`src/rtl/ipid_window_stats_pkg.sv`:
```
// ---------------------------------------------------------------------------
// global_types -- shared types and helpers for the IP-ID window statistics
// block.
//   ipid_state_e : window FSM state (EMPTY = no previous ID held, ACCUM)
//   max()        : elaboration-time maximum, used for width calculations
// ---------------------------------------------------------------------------
package global_types;

    typedef enum logic {
        EMPTY = 1'b0,
        ACCUM = 1'b1
    } ipid_state_e;

    function automatic int unsigned max(input int unsigned a, input int unsigned b);
        return (a > b) ? a : b;
    endfunction

endpackage

```
`src/rtl/ipid_window_stats_delta_accum.sv`:
```
// ---------------------------------------------------------------------------
// delta_accum -- running sum / max / min of ID deltas within one window.
//   clk_i, rst_ni : clock, asynchronous active-low reset
//   delta_i       : current delta (ID_BITS)
//   sample_i      : delta_i is a valid sample this cycle
//   restart_i     : return to the empty-window state (sum 0, max 0, min '1)
//   sum_o/max_o/min_o : running results *including* the current sample, so
//                   the parent can capture a completed window in the same
//                   cycle as its last delta.
// ---------------------------------------------------------------------------
module delta_accum #(
    parameter int unsigned ID_BITS = 16,
    parameter int unsigned SUM_W   = 21
) (
    input  logic               clk_i,
    input  logic               rst_ni,
    input  logic [ID_BITS-1:0] delta_i,
    input  logic               sample_i,
    input  logic               restart_i,
    output logic [SUM_W-1:0]   sum_o,
    output logic [ID_BITS-1:0] max_o,
    output logic [ID_BITS-1:0] min_o
);

    logic [SUM_W-1:0]   sum_q;
    logic [ID_BITS-1:0] max_q;
    logic [ID_BITS-1:0] min_q;

    always_comb begin
        sum_o = sum_q;
        max_o = max_q;
        min_o = min_q;
        if (sample_i) begin
            sum_o = sum_q + SUM_W'(delta_i);
            if (delta_i > max_q) max_o = delta_i;
            if (delta_i < min_q) min_o = delta_i;
        end
    end

    // restart wins over a coincident sample: that sample has already been
    // folded into the *_o values the parent captures this cycle.
    always_ff @(posedge clk_i or negedge rst_ni) begin
        if (!rst_ni) begin
            sum_q <= '0;
            max_q <= '0;
            min_q <= '1;
        end else if (restart_i) begin
            sum_q <= '0;
            max_q <= '0;
            min_q <= '1;
        end else begin
            sum_q <= sum_o;
            max_q <= max_o;
            min_q <= min_o;
        end
    end

endmodule

```
`src/rtl/ipid_window_stats.sv`:
```
// ---------------------------------------------------------------------------
// ipid_window_stats -- statistics over contiguous windows of 2**LOG2_WIN
// IPv4 identification deltas (forward distance mod 2**ID_BITS).
//   sys_clk, reset_n : clock, asynchronous active-low reset
//   id_in, id_valid  : ID sample, one-cycle pulse per packet
//   clear            : synchronous restart, partial window discarded
//   sum_out, max_out, min_out, anom : results of last completed window
//   stats_valid      : one-cycle pulse when results are loaded
//   zero_cnt         : zero deltas in last window (only with
//                      IPID_STATS_ZERO_CNT_EN defined)
// ---------------------------------------------------------------------------
module ipid_window_stats
    import global_types::*;
#(
    parameter int unsigned        ID_BITS  = 16,
    parameter int unsigned        LOG2_WIN = 5,
    parameter logic [ID_BITS-1:0] THRESH   = 16'h0100
) (
    input  logic                        sys_clk,
    input  logic                        reset_n,
    input  logic [ID_BITS-1:0]          id_in,
    input  logic                        id_valid,
    input  logic                        clear,
    output logic [ID_BITS+LOG2_WIN-1:0] sum_out,
    output logic [ID_BITS-1:0]          max_out,
    output logic [ID_BITS-1:0]          min_out,
    output logic                        anom,
    output logic                        stats_valid
`ifdef IPID_STATS_ZERO_CNT_EN
    ,output logic [LOG2_WIN:0]          zero_cnt
`endif
);

    localparam int unsigned SUM_W    = ID_BITS + LOG2_WIN;
    localparam int unsigned CNT_W    = max(LOG2_WIN, 1);
    localparam int unsigned WIN_LAST = (2 ** LOG2_WIN) - 1;

    ipid_state_e        state_q, state_d;
    logic [ID_BITS-1:0] prev_id_q, prev_id_d;
    logic [CNT_W-1:0]   cnt_q, cnt_d;

    logic [ID_BITS-1:0] delta;
    logic               accept;
    logic               first;
    logic               window_done;
    logic               acc_restart;

    logic [SUM_W-1:0]   acc_sum;
    logic [ID_BITS-1:0] acc_max;
    logic [ID_BITS-1:0] acc_min;

    logic [SUM_W-1:0]   sum_q;
    logic [ID_BITS-1:0] max_q;
    logic [ID_BITS-1:0] min_q;
    logic               anom_q;
    logic               stats_valid_q;

    // Unsigned subtraction wraps naturally: FFFF -> 0000 gives 1.
    assign delta = id_in - prev_id_q;

    always_comb begin
        state_d   = state_q;
        prev_id_d = prev_id_q;
        cnt_d     = cnt_q;
        accept    = 1'b0;
        first     = 1'b0;
        if (clear) begin
            state_d = EMPTY;
            cnt_d   = '0;
        end else if (id_valid) begin
            prev_id_d = id_in;
            unique case (state_q)
                EMPTY: begin
                    state_d = ACCUM;
                    first   = 1'b1;
                    cnt_d   = '0;
                end
                ACCUM: begin
                    accept = 1'b1;
                    cnt_d  = (cnt_q == CNT_W'(WIN_LAST)) ? '0 : cnt_q + CNT_W'(1);
                end
                default: state_d = EMPTY;
            endcase
        end
    end

    assign window_done = accept && (cnt_q == CNT_W'(WIN_LAST));
    assign acc_restart = clear || first || window_done;

    delta_accum #(
        .ID_BITS (ID_BITS),
        .SUM_W   (SUM_W)
    ) u_accum (
        .clk_i     (sys_clk),
        .rst_ni    (reset_n),
        .delta_i   (delta),
        .sample_i  (accept),
        .restart_i (acc_restart),
        .sum_o     (acc_sum),
        .max_o     (acc_max),
        .min_o     (acc_min)
    );

    always_ff @(posedge sys_clk or negedge reset_n) begin
        if (!reset_n) begin
            state_q   <= EMPTY;
            prev_id_q <= '0;
            cnt_q     <= '0;
        end else begin
            state_q   <= state_d;
            prev_id_q <= prev_id_d;
            cnt_q     <= cnt_d;
        end
    end

    always_ff @(posedge sys_clk or negedge reset_n) begin
        if (!reset_n) begin
            sum_q         <= '0;
            max_q         <= '0;
            min_q         <= '0;
            anom_q        <= 1'b0;
            stats_valid_q <= 1'b0;
        end else begin
            stats_valid_q <= window_done;
            if (window_done) begin
                sum_q  <= acc_sum;
                max_q  <= acc_max;
                min_q  <= acc_min;
                anom_q <= (acc_max > THRESH);
            end
        end
    end

    assign sum_out     = sum_q;
    assign max_out     = max_q;
    assign min_out     = min_q;
    assign anom        = anom_q;
    assign stats_valid = stats_valid_q;

`ifdef IPID_STATS_ZERO_CNT_EN
    logic [LOG2_WIN:0] zc_run_q;
    logic [LOG2_WIN:0] zc_run_d;
    logic [LOG2_WIN:0] zero_cnt_q;

    assign zc_run_d = zc_run_q + (LOG2_WIN+1)'(accept && (delta == '0));

    always_ff @(posedge sys_clk or negedge reset_n) begin
        if (!reset_n) begin
            zc_run_q   <= '0;
            zero_cnt_q <= '0;
        end else begin
            zc_run_q <= acc_restart ? '0 : zc_run_d;
            if (window_done) zero_cnt_q <= zc_run_d;
        end
    end

    assign zero_cnt = zero_cnt_q;
`endif

endmodule

```
`config.mk`:
```
export PLATFORM = sky130hd
export DESIGN_NAME = ipid_window_stats
export DESIGN_NICKNAME = d
export VERILOG_FILES = /design/src/rtl/ipid_window_stats_pkg.sv /design/src/rtl/ipid_window_stats_delta_accum.sv /design/src/rtl/ipid_window_stats.sv
export SDC_FILE = /design/constraint.sdc
export NUM_CORES = 1
export LEC_CHECK = 0
export CORE_UTILIZATION = 37
export DETAILED_ROUTE_END_ITERATION = 12
export PLACE_DENSITY = 0.63
export SYNTH_ARGS = -nofsm -noshare
export SYNTH_HDL_FRONTEND = slang
export SYNTH_HIERARCHICAL = 1
export SYNTH_SLANG_ARGS = --single-unit
```
`constraint.sdc`:
```
create_clock -name sys_clk -period 5.5 [get_ports sys_clk]
set_clock_uncertainty 0.05 [all_clocks]
set_input_delay 1.1 -clock sys_clk [delete_from_list [all_inputs] [get_ports sys_clk]]
set_output_delay 1.1 -clock sys_clk [all_outputs]
set_load 0.1 [all_outputs]
```
==> out/qor.txt <==
Hold/Removal Path Class: register to register
family with the most delay on the worst path: simple AND/OR/NAND/NOR gates
critical-path maximum fanout: 4
WP buf/inv: 4
Chip Area: 0.0228 sq mm
vias per cell: 4.98
Synth Warn #: 6
GRT Residual Overflow: 0
CTS buffer count: 17
Chip Area, Yosys: 0.00821 sq mm
Worst EP required: 5720 ps
DP Worst Slack: -556 ps
Post-DP HPWL: 13,700 um
Nets at Floorplan: 879
All-Layer GR Usage: 0.181
clk root buf: clkbuf_16
Die H: 151 um
CP arrival: 5530 ps
final wirelength: 19,300 um
FMAX: 188 MHz
Seq/Total Area, Yosys: 0.398
startpoint types: input port
area share, top type: 0.347
final net count: 1,024
Hold-fix buffers, CTS: 0
PortBufs: 74
leakage: 5.17 nW
power per standard cell area: 305 mW/mm^2
Antenna Cells: 0
CTS tree: yes
cell count after synthesis: 793
ys cells: 793
fin crit share: 0.965
number of enable flip-flop cells: 0
Fin. Hold Viols: 0
worst slew pin tran: 1010 ps
Total Power: 3.24 mW
critical path's slowest cell: or4_4
Setup violations, final: 0
H-tree depth: 4
share of cells above drive strength 1: 0.273
Yosys reg bits: 130
main area contributors: dfrtp_1, ha_1, mux2_4
DRT iter0 DRCs: 335
Max Root-Sink Buffers: 2
critical-path cell list: clkdlybuf4s50_1 > ha_4 > nand2_1 > a211oi_2 > o211ai_2 > nor4_2 > a2111oi_2 > xnor2_1 > buf_4 > ha_4 > nand4_1 > or4_4 > a21o_1 > a31oi_4 > buf_12 > buf_4 > mux2_4 > nor4_4 > nand2_1 > a21oi_2 > o21ai_1
worst skew pair latency: 420 ps
pin count of the biggest net entering global routing: 100
max cap viols: 0
Final Max Tran Viols: 0
Worst setup EP type: register
syn avg cell area: 10.4 sq um
Routed Antenna Nets: 0
I/O pins: 75
max_slew headroom: 0.327
peak supply drop: 0.224 mV
clk slew on worst S/H paths: 60 ps
status: finished clean
DRC: 0
Commonest cells post-synth: dfrtp_1, nor2_1, ha_1
Crit Path Class: input port to register
vias in the first global route: 6,049
FFs w/ async S/R, synth: 1.00
tool warnings: 26
most common cell in the synthesized netlist: dfrtp_1
Post-Syn Area: 0.00821 sq mm
CTS Sinks: 130
placed cell count: 1,192
global-route wire length before repair: 31,900 um
Distinct lib cells used: 64
placer congestion estimate: 0.879
DR pass1 iterations: 5
Vias: 6,128
Initial Util: 0.376
antenna violations before repair: 0
Die W: 151 um
top_reg_cell synth: dfrtp_1
Worst path max stage delay: 500 ps
largest area contributor in the netlist: dfrtp_1
post-route minimum period: 5310 ps
==> per-layer routing <==
layer  part of all wire  routed length [um]  up-vias  track usage
met5                  0                   0        -            0
met1               0.49                9530     2943        0.251
met4              0.014                 274        0       0.0515
met3              0.031                 594       19       0.0316
met2               0.46                8940      101        0.287
li1                   -                   -     3065            -
==> repair_timing <==
item | in CTS | in global routing
setup endpoints to repair | 1 | 14
pin swaps | 11 | 22
gates cloned | 0 | 0
setup buffers | 3 | 5
resized | 9 | 20
==> report_power, final <==
| part | total (mW) | switching, mW | leakage, nW | internal, mW |
|---|---|---|---|---|
| clock network | 1.24 | 0.440 | 0.302 | 0.802 |
| logic | 0.997 | 0.556 | 3.14 | 0.442 |
| registers | 1.00 | 0.0142 | 1.73 | 0.987 |
| total | 3.24 | 1.01 | 5.17 | 2.23 |
==> through the flow <==
stage | hold slack, ps | TNS [ps] | instance area (sq um)
5_1_grt | 479 | -23.3 | 10600
4_1_cts | 457 | 0 | 10500
3_3_place_gp | 442 | -6310 | 9770
2_1_floorplan | 435 | 0 | 8210
6_report | 453 | 0 | 10600
3_5_place_dp | 445 | -10200 | 9770
==> state kept, by name, summed over array words and instances (netlist names), 5 cells and up <==
signal / count
sum_out: 21
cnt_q: 5
max_out: 16
prev_id_q: 16
u_accum/min_q: 16
min_out: 16
u_accum/max_q: 16
u_accum/sum_q: 21
==> final timing paths <==
path / slack [ps] / startpoint / depth (start not counted) / endpoint
max: 190 / id_in[6] / 21 / anom
min: 450 / sum_out[4] / 1 / sum_out[4]
max reg2reg: 790 / prev_id_q[0] / 20 / anom
min reg2reg: 450 / sum_out[4] / 1 / sum_out[4]
max in group asynchronous: 3670 / reset_n / 2 / u_accum/min_q[11]
min in group asynchronous: 730 / reset_n / 1 / sum_out[20]
==> logic make-up (layout without fill, tap and decap cells) <==
logic type	Yosys count	after routing	share of synthesized area
multiplexers	119	119	0.181
XOR/XNOR	28	28	0.0299
AND-OR/OR-AND	139	139	0.110
buffers and inverters	90	248	0.0487
adder cells (fa/ha/maj)	66	66	0.102
AND/OR/NAND/NOR	221	221	0.130
flip-flops	130	130	0.398
==> placed cells by master, fill, tap and decap left out, drive strengths merged, types with 18 or more instances in the layout <==
| cell | n |
|---|---|
| a21oi | 46 |
| buf | 84 |
| clkbuf | 18 |
| clkdlybuf4s50 | 68 |
| dfrtp | 114 |
| ha | 64 |
| inv | 59 |
| mux2 | 99 |
| mux2i | 20 |
| nand2 | 61 |
| nor2 | 71 |
| nor2b | 24 |
| o21ai | 33 |
| xnor2 | 21 |
==> area by class of cell <==
type,count,area [sq um]
repair buffers,157,1430
clock inverters,14,213
well taps,280,350
fillers,2031,11200
flip-flops and latches,130,3270
multi-input cells,573,4690
inverters,59,221
clock buffers,18,429
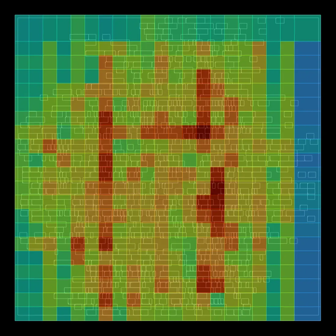
congestion_map.png
drt wl/cell: 15.7 um
grt peak-use layer: met2
met2 Track Usage GR: 0.287

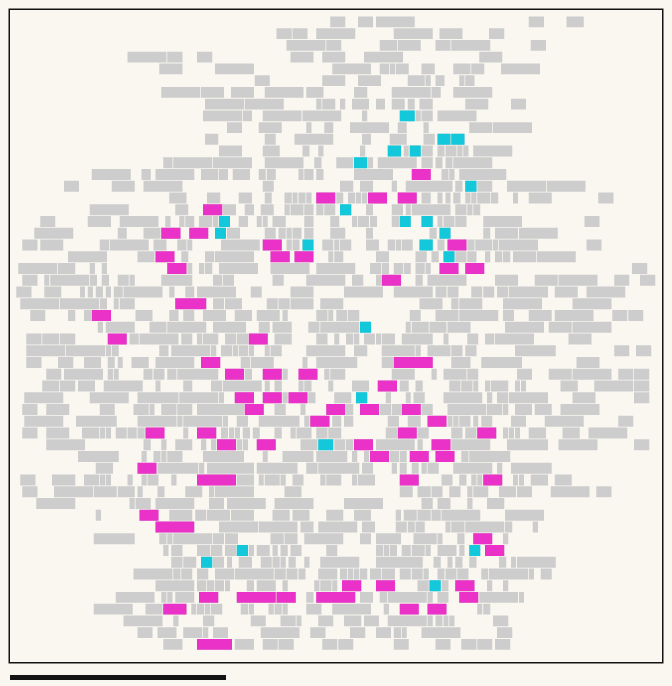
gates.png
Bar = 50 um.
- fa/ha/maj cells: magenta (cells 66; most used ha_1)
- non-inverting ao/oa cells: cyan (cells 23; most used a21o_1)
Commonest Layout Cell: dfrtp_1
logic share of the area: 0.442
Layout Cells excl Fill: 1,231

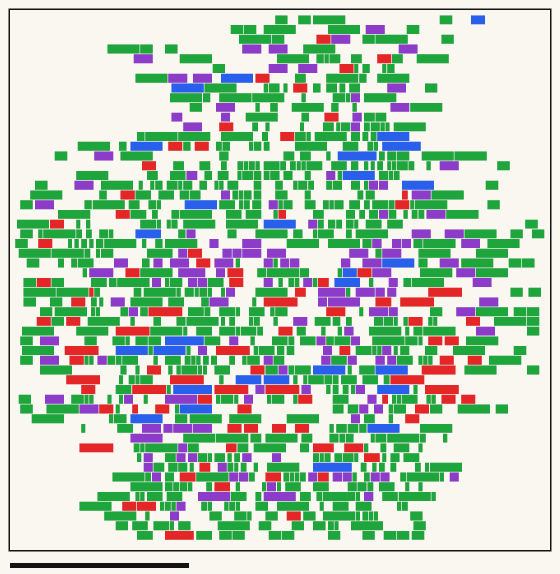
sizing.png
Bar = 50 um.
- x1 and smaller: green (cells 691)
- x3 and x4: purple (cells 143)
- x2: red (cells 89)
- x6 and larger: blue (cells 28)
Final Instance Area: 0.0106 sq mm
Area Growth Syn to Fin: 29.2%
Non-CTS buffers: 157
smallest setup slack after layout: 190 ps

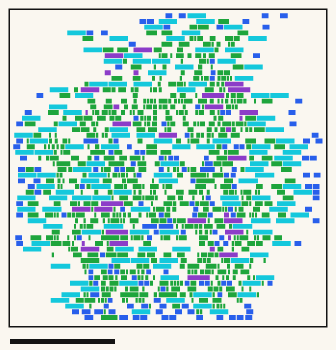
class_map.png
Bar = 50 um.
- remaining buffers and delay cells: blue (cells 157)
- remaining logic cells: green (cells 632)
- registers: cyan (cells 130)
- clock drivers and dummy loads: purple (cells 32)
Final Core Density: 0.486
Rows: 54
core area: 0.0218 sq mm

No activity file was given, so power comes from the tool's default toggle rates.
